File: src/rtl/contador_lectura_pkg.sv
// -----------------------------------------------------------------------------
// contador_pkg
// Shared definitions for the per-class word counter with snapshot read port.
//   DATA_W   : width of the incoming word
//   CNT_W    : width of each class counter and of the snapshot value
//   NCLASS   : number of traffic classes (selected by the top two data bits)
//   state_t  : read-handshake FSM states
//   clase_de : extracts the class field from an incoming word
// -----------------------------------------------------------------------------
package contador_pkg;

    localparam int DATA_W = 12;
    localparam int CNT_W  = 16;
    localparam int NCLASS = 4;

    typedef enum logic {
        IDLE     = 1'b0,
        WAIT_ACK = 1'b1
    } state_t;

    // The class lives in the two most significant bits of the word.
    function automatic logic [1:0] clase_de(input logic [DATA_W-1:0] dato);
        return dato[DATA_W-1 -: 2];
    endfunction

endpackage

File: src/rtl/contador_lectura_if.sv
// -----------------------------------------------------------------------------
// contador_lectura_if
// Snapshot read handshake between the counter block and its consumer.
//   req        : consumer asks for a snapshot (consumer -> counter)
//   idx        : class to read, sampled with req (consumer -> counter)
//   ack        : consumer has taken the snapshot (consumer -> counter)
//   valid_out  : snapshot is valid and held (counter -> consumer)
//   cuenta_out : snapshot of the selected class counter (counter -> consumer)
//   ovf_out    : snapshot of the selected sticky overflow flag (counter -> consumer)
// Modports: master = consumer side, slave = counter side.
// -----------------------------------------------------------------------------
interface contador_lectura_if #(
    parameter int CNT_W = contador_pkg::CNT_W
);
    import contador_pkg::*;

    logic             req;
    logic [1:0]       idx;
    logic             ack;
    logic             valid_out;
    logic [CNT_W-1:0] cuenta_out;
    logic             ovf_out;

    modport master (
        output req,
        output idx,
        output ack,
        input  valid_out,
        input  cuenta_out,
        input  ovf_out
    );

    modport slave (
        input  req,
        input  idx,
        input  ack,
        output valid_out,
        output cuenta_out,
        output ovf_out
    );

endinterface

File: src/rtl/contador_lectura_clase.sv
// -----------------------------------------------------------------------------
// contador_clase
// One class counter: a CNT_W wrap-around counter with a sticky overflow flag.
//   clk    : clock, rising edge
//   reset  : asynchronous active-low reset, clears value and flag
//   inc    : count one word this cycle
//   clr    : clear value and flag this cycle (an increment at the same edge
//            leaves the counter at 1 with the flag clear)
//   value  : current count
//   ovf    : sticky flag, set when the counter wraps from all-ones to zero
// -----------------------------------------------------------------------------
module contador_clase #(
    parameter int CNT_W = contador_pkg::CNT_W
) (
    input  logic             clk,
    input  logic             reset,
    input  logic             inc,
    input  logic             clr,
    output logic [CNT_W-1:0] value,
    output logic             ovf
);
    import contador_pkg::*;

    always_ff @(posedge clk or negedge reset) begin
        if (!reset) begin
            value <= '0;
            ovf   <= 1'b0;
        end else if (clr) begin
            // A word arriving on the clearing edge is the first of the new count.
            value <= inc ? CNT_W'(1) : '0;
            ovf   <= 1'b0;
        end else if (inc) begin
            value <= value + CNT_W'(1);
            if (value == '1) begin
                ovf <= 1'b1;
            end
        end
    end

endmodule

File: src/rtl/contador_lectura.sv
// -----------------------------------------------------------------------------
// contador_lectura
// Counts incoming words per traffic class in NCLASS independent counters and
// serves snapshot reads of any class through a req/valid/ack handshake.
// Counting never stalls; the read path applies no back-pressure.
//   clk       : clock, rising edge
//   reset     : asynchronous active-low reset (FSM, counters, flags, snapshot)
//   valid_in  : data_in carries a word this cycle
//   data_in   : incoming word, top two bits select the class
//   bus       : contador_lectura_if.slave (req, idx, ack, valid_out,
//               cuenta_out, ovf_out)
// Build option: CLEAR_ON_READ_EN -- capturing a class also clears its counter
// and overflow flag at the same edge. Undefined: reads are non-destructive.
// -----------------------------------------------------------------------------
module contador_lectura #(
    parameter int DATA_W = contador_pkg::DATA_W,
    parameter int CNT_W  = contador_pkg::CNT_W,
    parameter int NCLASS = contador_pkg::NCLASS
) (
    input  logic              clk,
    input  logic              reset,
    input  logic              valid_in,
    input  logic [DATA_W-1:0] data_in,
    contador_lectura_if.slave bus
);
    import contador_pkg::*;

    state_t            estado_q;
    state_t            estado_d;
    logic              captura;

    logic [1:0]        clase;
    logic [NCLASS-1:0] inc;
    logic [NCLASS-1:0] clr;
    logic [CNT_W-1:0]  valores [NCLASS];
    logic [NCLASS-1:0] ovfs;

    logic [CNT_W-1:0]  cuenta_q;
    logic              ovf_q;

    // ---------------------------------------------------------------- decode
    assign clase = clase_de(data_in);

    always_comb begin
        inc = '0;
        for (int unsigned k = 0; k < NCLASS; k++) begin
            inc[k] = valid_in && (clase == 2'(k));
        end
    end

`ifdef CLEAR_ON_READ_EN
    always_comb begin
        clr = '0;
        for (int unsigned k = 0; k < NCLASS; k++) begin
            clr[k] = captura && (bus.idx == 2'(k));
        end
    end
`else
    assign clr = '0;
`endif

    // -------------------------------------------------------------- counters
    for (genvar k = 0; k < NCLASS; k++) begin : g_clase
        contador_clase #(
            .CNT_W (CNT_W)
        ) u_clase (
            .clk   (clk),
            .reset (reset),
            .inc   (inc[k]),
            .clr   (clr[k]),
            .value (valores[k]),
            .ovf   (ovfs[k])
        );
    end

    // ------------------------------------------------------------------- FSM
    always_ff @(posedge clk or negedge reset) begin
        if (!reset) begin
            estado_q <= IDLE;
        end else begin
            estado_q <= estado_d;
        end
    end

    // req is only looked at in IDLE, so req+ack in WAIT_ACK simply returns.
    always_comb begin
        estado_d = estado_q;
        captura  = 1'b0;
        case (estado_q)
            IDLE: begin
                if (bus.req) begin
                    captura  = 1'b1;
                    estado_d = WAIT_ACK;
                end
            end
            WAIT_ACK: begin
                if (bus.ack) begin
                    estado_d = IDLE;
                end
            end
            default: estado_d = IDLE;
        endcase
    end

    // ------------------------------------------------------------- snapshot
    // Sampled from the counter registers, so a same-edge increment is not seen.
    always_ff @(posedge clk or negedge reset) begin
        if (!reset) begin
            cuenta_q <= '0;
            ovf_q    <= 1'b0;
        end else if (captura) begin
            cuenta_q <= valores[bus.idx];
            ovf_q    <= ovfs[bus.idx];
        end
    end

    assign bus.valid_out  = (estado_q == WAIT_ACK);
    assign bus.cuenta_out = cuenta_q;
    assign bus.ovf_out    = ovf_q;

endmodule

File: src/flat_wrapper.sv
// flat-port wrapper written by rule: the top's interface ports become plain ports
module contador_lectura_flat import contador_pkg::*;
#(
    parameter int DATA_W = contador_pkg::DATA_W,
    parameter int CNT_W  = contador_pkg::CNT_W,
    parameter int NCLASS = contador_pkg::NCLASS
)
  (clk, reset, valid_in, data_in, bus_req, bus_idx, bus_ack, bus_valid_out, bus_cuenta_out, bus_ovf_out);
  contador_lectura_if #(.CNT_W(CNT_W)) bus_i ();
  input  logic clk;
  input  logic reset;
  input  logic valid_in;
  input  logic [DATA_W-1:0] data_in;
  input wire logic [$bits(bus_i.req)-1:0] bus_req;
  input wire logic [$bits(bus_i.idx)-1:0] bus_idx;
  input wire logic [$bits(bus_i.ack)-1:0] bus_ack;
  output wire logic [$bits(bus_i.valid_out)-1:0] bus_valid_out;
  output wire logic [$bits(bus_i.cuenta_out)-1:0] bus_cuenta_out;
  output wire logic [$bits(bus_i.ovf_out)-1:0] bus_ovf_out;
  assign bus_i.req = bus_req;
  assign bus_i.idx = bus_idx;
  assign bus_i.ack = bus_ack;
  assign bus_valid_out = bus_i.valid_out;
  assign bus_cuenta_out = bus_i.cuenta_out;
  assign bus_ovf_out = bus_i.ovf_out;
  contador_lectura #(.DATA_W(DATA_W), .CNT_W(CNT_W), .NCLASS(NCLASS)) u_core (.clk(clk), .reset(reset), .valid_in(valid_in), .data_in(data_in), .bus(bus_i));
endmodule
File: config.mk
export PLATFORM = sky130hd
export DESIGN_NAME = contador_lectura_flat
export DESIGN_NICKNAME = d
export VERILOG_FILES = /design/src/rtl/contador_lectura_pkg.sv /design/src/rtl/contador_lectura_if.sv /design/src/rtl/contador_lectura_clase.sv /design/src/rtl/contador_lectura.sv /design/src/flat_wrapper.sv
export SDC_FILE = /design/constraint.sdc
export NUM_CORES = 1
export LEC_CHECK = 0
export ABC_AREA = 1
export CORE_MARGIN = 8
export CORE_UTILIZATION = 38
export CTS_BUF_LIST = sky130_fd_sc_hd__clkbuf_2
export CTS_CLUSTER_DIAMETER = 30
export DETAILED_ROUTE_END_ITERATION = 8
export HOLD_SLACK_MARGIN = 0.15
export MAX_ROUTING_LAYER = met4
export SKIP_CTS_REPAIR_TIMING = 1
export SLEW_MARGIN = 0
export SYNTH_ARGS = -nofsm -noshare
export SYNTH_HDL_FRONTEND = slang
export SYNTH_HIERARCHICAL = 1
export SYNTH_SLANG_ARGS = --single-unit
File: constraint.sdc
create_clock -name clk -period 1.75 [get_ports clk]
set_input_delay 0.35 -clock clk [delete_from_list [all_inputs] [get_ports clk]]
set_output_delay 0.35 -clock clk [all_outputs]
set_load 0.1 [all_outputs]
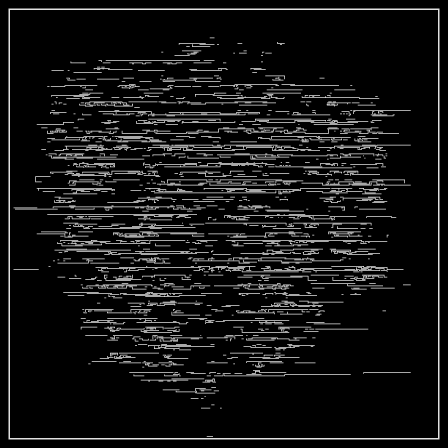
run_1/met1.png
main direction: horizontal
wire length on this layer: 6190 µm
via count: 4768
met1 Use GR: 19.1%
final wirelength: 13000 µm

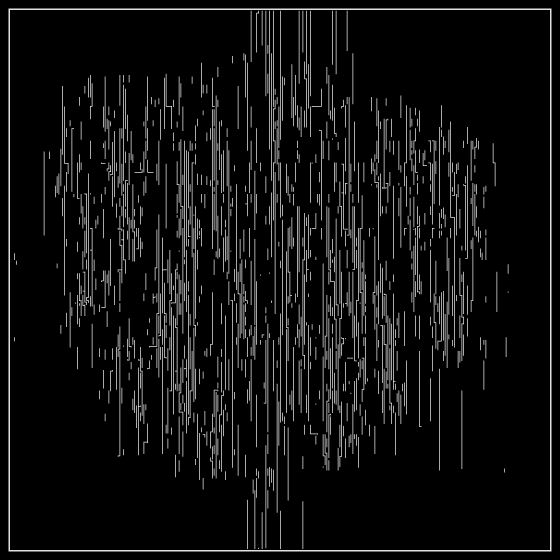
run_1/met2.png
nets with wire on the layer: 608
main direction: vertical
share of all routed wire: 48%

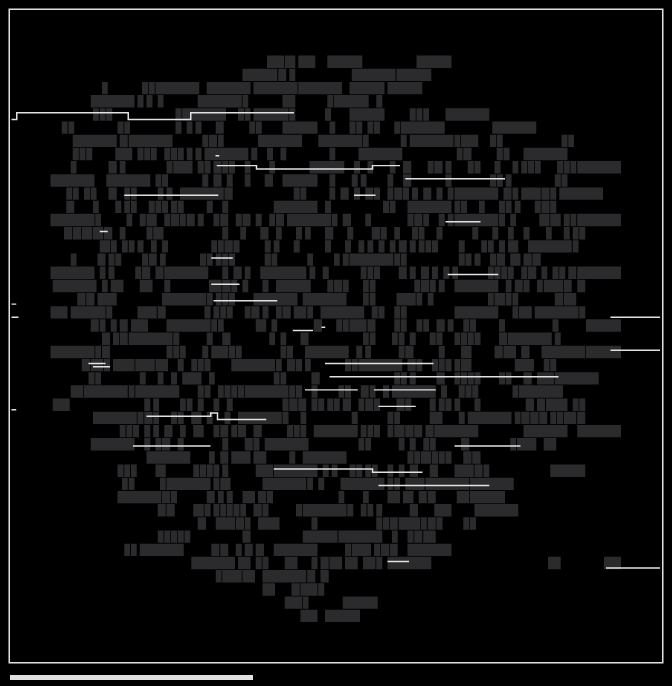
run_1/met3.png
The bar under the picture is 50 µm long.
longest straight run: 46.9 µm
wire length on this layer: 442 µm
share of all routed wire: 3.4%

==> flow_summary.toml, run 1 <==
# flow metrics
[sta]
finalClockPeriodUsage_pct = 93.8
hold_violations = 0
post-route-min-period_ns = 1.64
skew_ns = 0.0175
drv_slew = 0
setup_tns_ns = 0
rsz0062_at_grt = "no"

[clock_tree]
cts_sinks = 86
cts_max_level = 3
clk_latency_ns = 0.62
clk_pin_slew_worst_paths_ns = 0.23
cts_inserted_buffers = 9

[yosys]
xor_area_share_pct = 0
ys.flops = 86
ys_sh_mux_pct = 0
ys_warn_count = 6
yosysCellCount = 798
netlist_area_mm2 = 0.00533
synthAoiAreaFrac_pct = 5.73

[critical_path]
crit_path_end = "bus_ovf_out"
crit_path_max_fanout = 2
max_stage_delay_ns = 0.50
cp_top_family = "flip-flops"
r2r_slack_ns = 0.28
critPathKind = "register to primary output"
timing.rr.start = "u_core/g_clase[2].u_clase/value[1]$_DFFE_PN0P_"
worst-path-buf-inv = 1
worstSetupEndpointType = "primary output"
arrival_ns = 1.29
path_cells = "buf_12"

[power]
worst_ir_drop_vdd_uv = 448
finalPower_uw = 4300
power_leakage_uw = 0.00296

[final_layout]
syn_to_final_growth_pct = 16.8
final_nets = 882

[placement]
gp_congestion = 0.885
dp_hpwl_um = 9920

[min_path]
hp-class = "input port to asynchronous set/reset pin"

[route]
ant_nets = 0
drt-initial-drc-count = 274
post_drt_wl_per_cell_um = 12.5
firstDrtPassIters = 5

[outcome]
status = "finished clean"

[grt]
antenna_found_initial = 1
grt_pass1_wl_um = 22100

[floorplan]
pin_count = 37

[flow_run]
maxCapViolations = 0
## run 1: cells in the mapped netlist
master and number:
nand2_2 9, nand4_1 4, nor2_1 112, buf_4 7, a21oi_1 28, nand2_1 280, ha_1 4, nand3_1 46
inv_1 123, nor2_2 8, o21ai_0 29, inv_2 3, nor3_1 16, nand3_2 8, inv_4 1, dfrtp_1 86
buf_2 3, buf_6 6, conb_1 1, nor2_4 16, o21ai_1 4, nor3b_1 4
## run 1: cell type report
class | count | share of cell area [%]
repair buffers | 51 | 10.7
diodes | 2 | 0.0804
multi-input cells | 584 | 42.1
inverters | 127 | 7.70
clock inverters | 6 | 0.483
flip-flops and latches | 86 | 34.6
well taps | 180 | 3.62
clock buffers | 9 | 0.724
## run 1: layer usage
layer  global-route usage [%]  up-vias  wire, µm
met5                        -        -         0
met4                     3.99        0       130
met3                     3.74        8       441
met2                     26.1       54      6280
met1                     19.1     2168      6190
li1                         -     2538         -
## run 1: metrics by stage
stage	cells	cell area (µm²)	utilization, %
final	1045	6220	45.2
after global routing	1045	6220	45.2
after CTS	1042	6210	45.1
after detailed placement	1027	6130	44.5
after global placement	1027	6130	44.5
after floorplan	813	5390	-
## run 1: cells by family (layout without fill, tap and decap cells)
family / Yosys count / count (layout)
AOI/OAI and AO/OA: 61 / 61
adders and majority gates: 4 / 4
buffers and inverters: 143 / 193
DFF: 86 / 86
other: 1 / 18
and+or+nand+nor: 503 / 503
## run 1: state kept, by name, indices dropped and copies added (netlist names)
name	flops
u_core/g_clase.u_clase/value	64
u_core/g_clase.u_clase/ovf	4
u_core/bus.ovf_out	1
u_core/bus.cuenta_out	16
u_core/bus.valid_out	1
## run 1: report_power, final
group          total, µW  switching, µW  internal, µW
Sequential          2170           95.3          2070
Clock                883            721           162
Combinational       1250            835           415
Total               4300           1650          2650
run_1/final_congestion.png
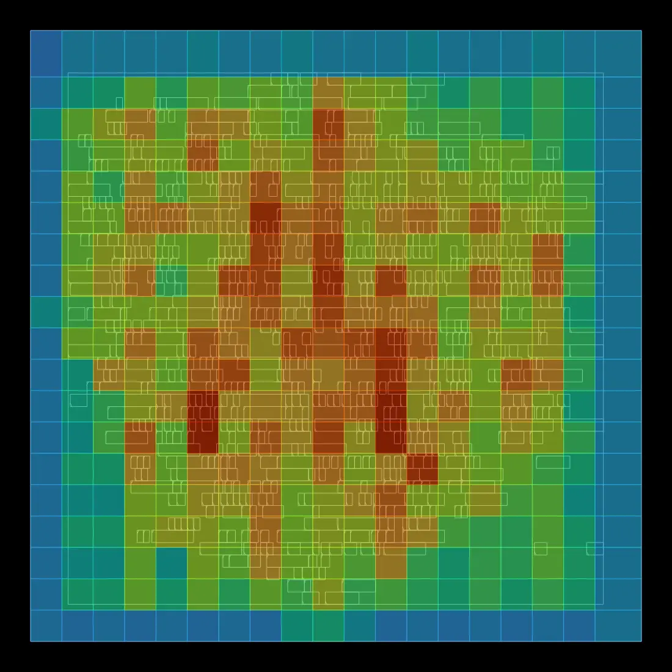

## Run 2: what changed since run 1
--- a/config.mk
+++ b/config.mk
@@ -7,12 +7,13 @@
 export LEC_CHECK = 0
 export ABC_AREA = 1
 export CORE_MARGIN = 8
-export CORE_UTILIZATION = 38
+export CORE_UTILIZATION = 40
 export CTS_BUF_LIST = sky130_fd_sc_hd__clkbuf_2
 export CTS_CLUSTER_DIAMETER = 30
 export DETAILED_ROUTE_END_ITERATION = 8
 export HOLD_SLACK_MARGIN = 0.15
 export MAX_ROUTING_LAYER = met4
+export PLACE_DENSITY_LB_ADDON = 0.1
 export SKIP_CTS_REPAIR_TIMING = 1
 export SLEW_MARGIN = 0
 export SYNTH_ARGS = -nofsm -noshare
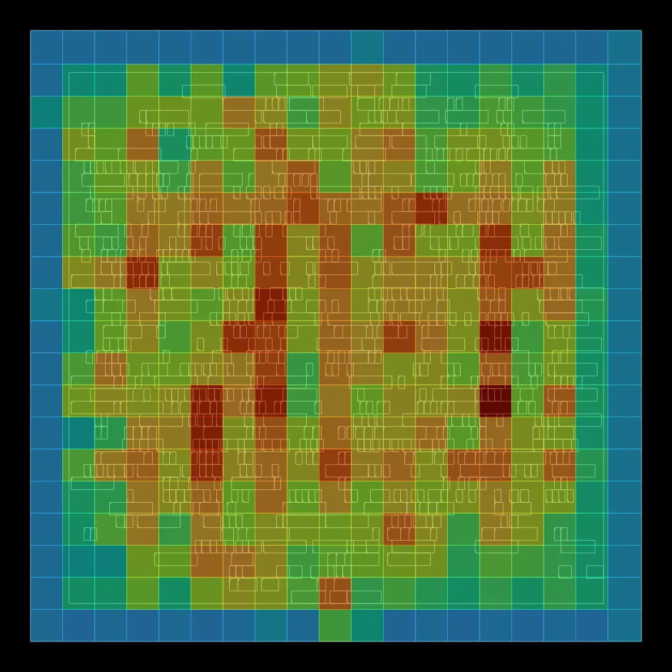
run_2/final_congestion.png
met3 Usage GRT: 4.27%
Tot GR Track Use: 16.7%

==> run 2 against run 1 <==
Against the previous run:
- worst hold slack better by 0.098 ns
- via count up 2.2%
- area after synthesis did not move
- routed wire length rose by 1.2%
==> flow_summary.toml, run 2 <==
# flow metrics
[yosys]
netlist_area_mm2 = 0.00533
ys_warn_count = 6
xor_area_share_pct = 0
top_cell = "nand2_1"
ys_sh_mux_pct = 0

[critical_path]
crit_path_end = "bus_cuenta_out[6]"
path_cells = "buf_12"
crit_path_max_fanout = 2
cp_top_family = "flip-flops"
arrival_ns = 1.27
worst-path-buf-inv = 1
max_stage_delay_ns = 0.48

[placement]
placedInstanceArea_mm2 = 0.00610
dp_hpwl_um = 10000
place_inst = 1021
gp_congestion = 0.873

[grt]
grtUsageMet1_pct = 19.5
antenna_found_initial = 0
busiest_layer = "met2"

[clock_tree]
clk_latency_ns = 0.60
clk_pin_slew_worst_paths_ns = 0.25
cts_max_level = 3
cts_inserted_buffers = 9

[final_layout]
antenna_cells = 0
syn_to_final_growth_pct = 16.2
largest_reg_flops = 64
final_cells = 1038
stdcell_area_mm2 = 0.00619

[power]
pwr-share-seq_pct = 50.6
worst_ir_drop_vdd_uv = 487
internal_power_uw = 2660
swShare_pct = 37.9
clkPwrFrac_pct = 20.5

[outcome]
status = "finished clean"

[route]
ant_nets = 0
wl_met1_um = 6070
firstDrtPassIters = 4
met3_length_um = 510
drt-initial-drc-count = 365
topRoutingLayerUsed = "met4"

[flow_run]
maxCapViolations = 0

[sta]
finalClockPeriodUsage_pct = 92.8
skew_ns = 0.0334
drv_slew = 0
setup_tns_ns = 0

[floorplan]
pin_count = 37
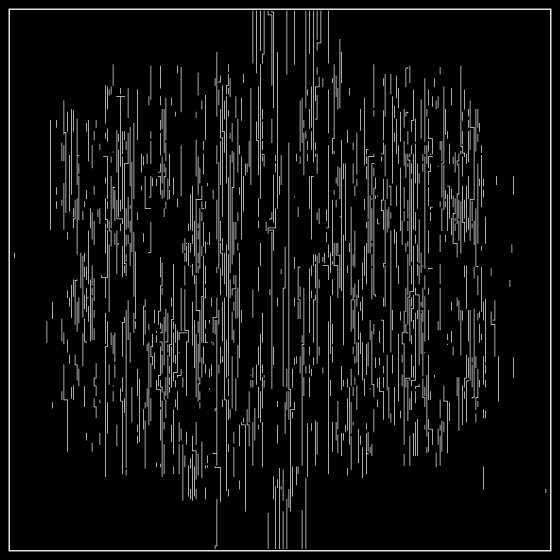
run_2/met2.png
share of all routed wire: 49%
nets with wire on the layer: 666
wire length on this layer: 6450 µm
main direction: vertical
longest straight run: 60.0 µm
met2 usage: 27.6%
via count: 4872
final wirelength: 13200 µm

==> run 2: power groups by stage <==
| stage | logic [µW] | registers (µW) | clock network [µW] |
|---|---|---|---|
| finish | 1240 | 2170 | 876 |
| global route | 1310 | 2180 | 1010 |
| CTS | 1240 | 2170 | 939 |
| detailed placement | 1240 | 2210 | 0 |
| global placement | 1240 | 2200 | 0 |
| floorplan | 276 | 2660 | 0 |
==> run 2: logic make-up after synthesis <==
kind of cell,count (synthesis)
DFF,86
adders and majority gates,4
AOI/OAI and AO/OA,61
buffers and inverters,143
other,1
and+or+nand+nor,503
==> run 2: through the flow <==
step	utilization, %	hold WS [ns]
6_report	47.1	0.249
2_1_floorplan	-	0.0544
4_1_cts	47.0	-0.289
5_1_grt	47.1	0.246
3_5_place_dp	46.4	0.439
3_3_place_gp	46.4	0.434
==> run 2: how the worst min path moves through the flow <==
stage          startpoint                                         endpoint  cells past startpoint
6_report            reset   u_core/g_clase[1].u_clase/value[6]$_DFFE_PN0P_                      3
2_1_floorplan       reset             u_core/bus.cuenta_out[0]$_DFFE_PN0P_                      0
4_1_cts             reset   u_core/g_clase[1].u_clase/value[4]$_DFFE_PN0P_                      2
5_1_grt           bus_ack                   u_core/bus.valid_out$_DFF_PN0_                      2
3_5_place_dp        reset   u_core/g_clase[1].u_clase/value[4]$_DFFE_PN0P_                      2
3_3_place_gp        reset  u_core/g_clase[1].u_clase/value[10]$_DFFE_PN0P_                      2
==> run 2: layout make-up <==
class / instances / area (µm²) / area share (%)
Sequential cell: 86 / 2150 / 34.8
Clock inverter: 5 / 26.3 / 0.424
Multi-Input combinational cell: 584 / 2620 / 42.3
Timing Repair Buffer: 49 / 638 / 10.3
Tap cell: 176 / 220 / 3.56
Inverter: 127 / 479 / 7.74
Clock buffer: 11 / 55.1 / 0.889
run_2/met3.png
The bar under the picture is 50 µm long.
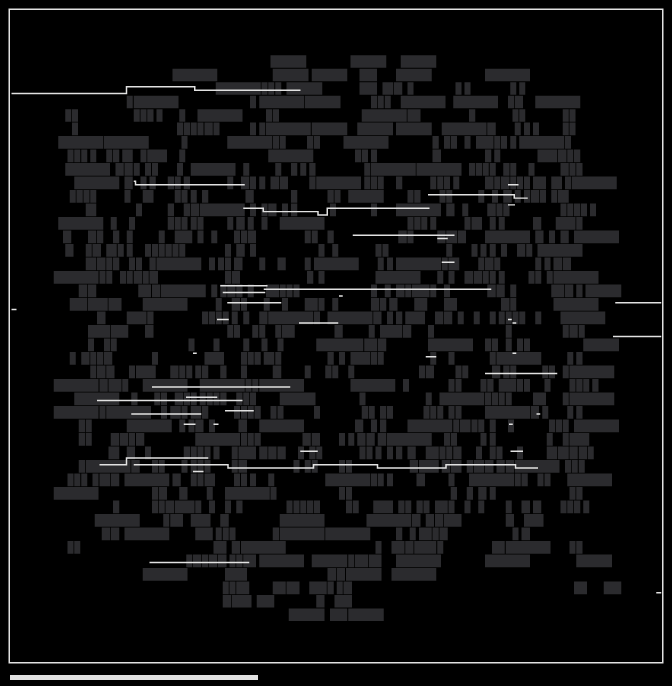

## Run 3: what changed since run 2
--- a/config.mk
+++ b/config.mk
@@ -13,7 +13,6 @@
 export DETAILED_ROUTE_END_ITERATION = 8
 export HOLD_SLACK_MARGIN = 0.15
 export MAX_ROUTING_LAYER = met4
-export PLACE_DENSITY_LB_ADDON = 0.1
 export SKIP_CTS_REPAIR_TIMING = 1
 export SLEW_MARGIN = 0
 export SYNTH_ARGS = -nofsm -noshare
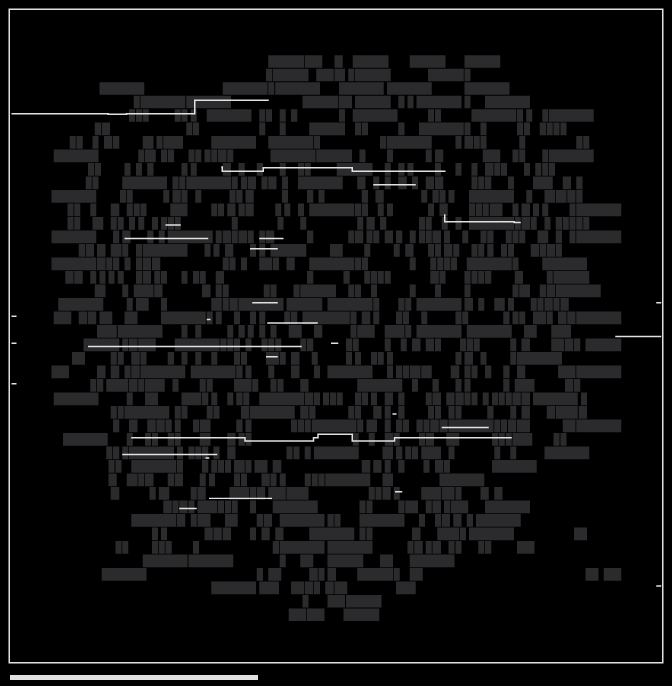
run_3/met3.png
The bar under the picture is 50 µm long.
wire length on this layer: 355 µm
main direction: horizontal
nets with wire on the layer: 18
longest straight run: 42.8 µm
share of all routed wire: 2.7%

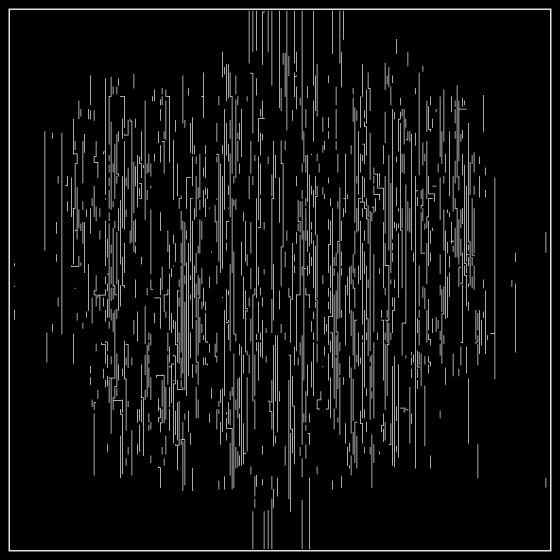
run_3/met2.png
main direction: vertical
longest straight run: 71.1 µm
nets with wire on the layer: 633
wire length on this layer: 6410 µm

==> run 3 against run 2 <==
Against the previous run:
- synthesized cell count stayed put
- register-to-register slack better by 0.04 ns
- die area did not move
- combinational power barely moved
- clock-buffer cell count is 1 higher
- non-clock buffer count increased by 8
- largest cell class unchanged
- clock skew rose by 0.0013 ns
==> flow_summary.toml, run 3 <==
# flow metrics
[grt]
grtUsageTotal_pct = 15.9
antenna_found_initial = 0
grt_max_degree = 32
grt_pass1_wl_um = 21800

[critical_path]
crit_path_max_fanout = 17
cp_slowest_cell = "dlygate4sd3_1"
critPathKind = "input port to asynchronous set/reset pin"
r2r_slack_ns = 0.33
arrival_ns = 2.23
timing.rr.start = "u_core/g_clase[0].u_clase/value[0]$_DFFE_PN0P_"
cp_top_family = "buffers and inverters"
worst-path-buf-inv = 3
worstSetupEndpointType = "asynchronous set/reset pin"
crit_path_end = "u_core/bus.cuenta_out[3]$_DFFE_PN0P_"
r2r_end = "u_core/g_clase[0].u_clase/ovf$_DFFE_PN0P_"
max_stage_delay_ns = 1.16
path_cells = "dlygate4sd3_1 > buf_4 > dlygate4sd3_1"

[sta]
rsz0062_at_grt = "no"
hold_violations = 0
worst_pin_slew_ns = 0.894
post-route-min-period_ns = 1.62
skew_ns = 0.0347
finalClockPeriodUsage_pct = 92.7
drv_slew = 0
setup_tns_ns = 0

[placement]
dp_hpwl_um = 9860
gp_congestion = 0.873
portBuffers = 26
pre_cts_slack_ns = -0.233
place_inst = 1028

[clock_tree]
clk_latency_ns = 0.59
cts_max_level = 3
cts_buffer_depth = 2
clk_pin_slew_worst_paths_ns = 0.24
cts_root_buf = "clkbuf_2"
cts_inserted_buffers = 9
cts_sinks = 86

[route]
viasPerCell = 4.56
ant_nets = 0
drt-initial-drc-count = 275
post_drt_wl_per_cell_um = 12.4
firstDrtPassIters = 5
vias = 4768
drt-total-wl_um = 12900

[flow_run]
maxCapViolations = 0

[final_layout]
largest_reg_flops = 64
top_register = "u_core/g_clase.u_clase/value"
final_cells = 1045
final_nets = 888
antenna_cells = 0
syn_to_final_growth_pct = 17.7

[power]
swShare_pct = 37.7
combPwrFrac_pct = 29.2
pwr-share-seq_pct = 50.3
clkPwrFrac_pct = 20.5
p_switching_uw = 1620
power_leakage_uw = 0.00300
worst_ir_drop_vdd_uv = 361
power_density_mw_per_mm2 = 686
internal_power_uw = 2680

[yosys]
synth_seq_share_pct = 40.4
top_cell = "nand2_1"
top_cell_area_share_pct = 40.4
netlist_area_mm2 = 0.00533
synth.area.top_cells = "dfrtp_1 40%, nand2_1 20%, inv_1 8.7%"
ys_warn_count = 6
flop_cell = "dfrtp_1"
async_flop_share_pct = 100
yosysCellCount = 798
edf_count = 0
ys.flops = 86
common_cells = "280 x nand2_1, 123 x inv_1, 112 x nor2_1"
largest_area_cell = "dfrtp_1"

[floorplan]
fp_util_pct = 40.6
pin_count = 37

[min_path]
hp-class = "input port to asynchronous set/reset pin"

[outcome]
status = "finished clean"
## run 3: cell counts after synthesis
Identical to the previous run, type by type.
## run 3: per-layer routing
metal	vias to the layer above	share of wire (%)	GRT usage (%)
met5	-	0	-
met4	0	0.99	3.64
met3	11	2.7	4.27
met2	43	49	26.6
met1	2175	47	18.8
li1	2539	-	-
## run 3: metrics by stage
step / instance area, µm² / hold slack (ns) / power (µW) / util (%)
after detailed placement: 6180 / 0.272 / 3460 / 47.0
after global placement: 6180 / 0.272 / 3450 / 47.0
after CTS: 6250 / -0.454 / 4360 / 47.6
after global routing: 6270 / 0.204 / 4510 / 47.7
after floorplan: 5390 / 0.0544 / 2940 / -
final: 6270 / 0.283 / 4300 / 47.7
## run 3: cells by family after synthesis
logic type	count (synthesis)	synth area share, %
AND/OR/NAND/NOR	503	41.3
buffers and inverters	143	11.5
flip-flops	86	40.4
AND-OR/OR-AND	61	5.73
adder cells (fa/ha/maj)	4	0.939
other	1	0.0704
## run 3: area by class of cell
| class | instances | area, µm² | share of cell area (%) |
|---|---|---|---|
| clock buffer | 12 | 60.1 | 0.958 |
| clock inverter | 3 | 12.5 | 0.200 |
| inverter | 127 | 479 | 7.64 |
| multi-input combinational | 584 | 2620 | 41.8 |
| sequential | 86 | 2150 | 34.3 |
| tap | 176 | 220 | 3.51 |
| timing repair buffer | 57 | 726 | 11.6 |
## run 3: tightest hold or removal path, delay by kind of cell
| kind | cells | cell delay [ns] |
|---|---|---|
| buf+inv | 3 | 0.93 |
## run 3: power groups by stage
stage / logic, µW / registers, µW / clock network (µW)
2_1_floorplan: 276 / 2660 / 0
3_3_place_gp: 1250 / 2200 / 0
3_5_place_dp: 1260 / 2200 / 0
4_1_cts: 1260 / 2170 / 937
5_1_grt: 1330 / 2180 / 1000
6_report: 1250 / 2160 / 882
Power and IR drop assume default switching activity.
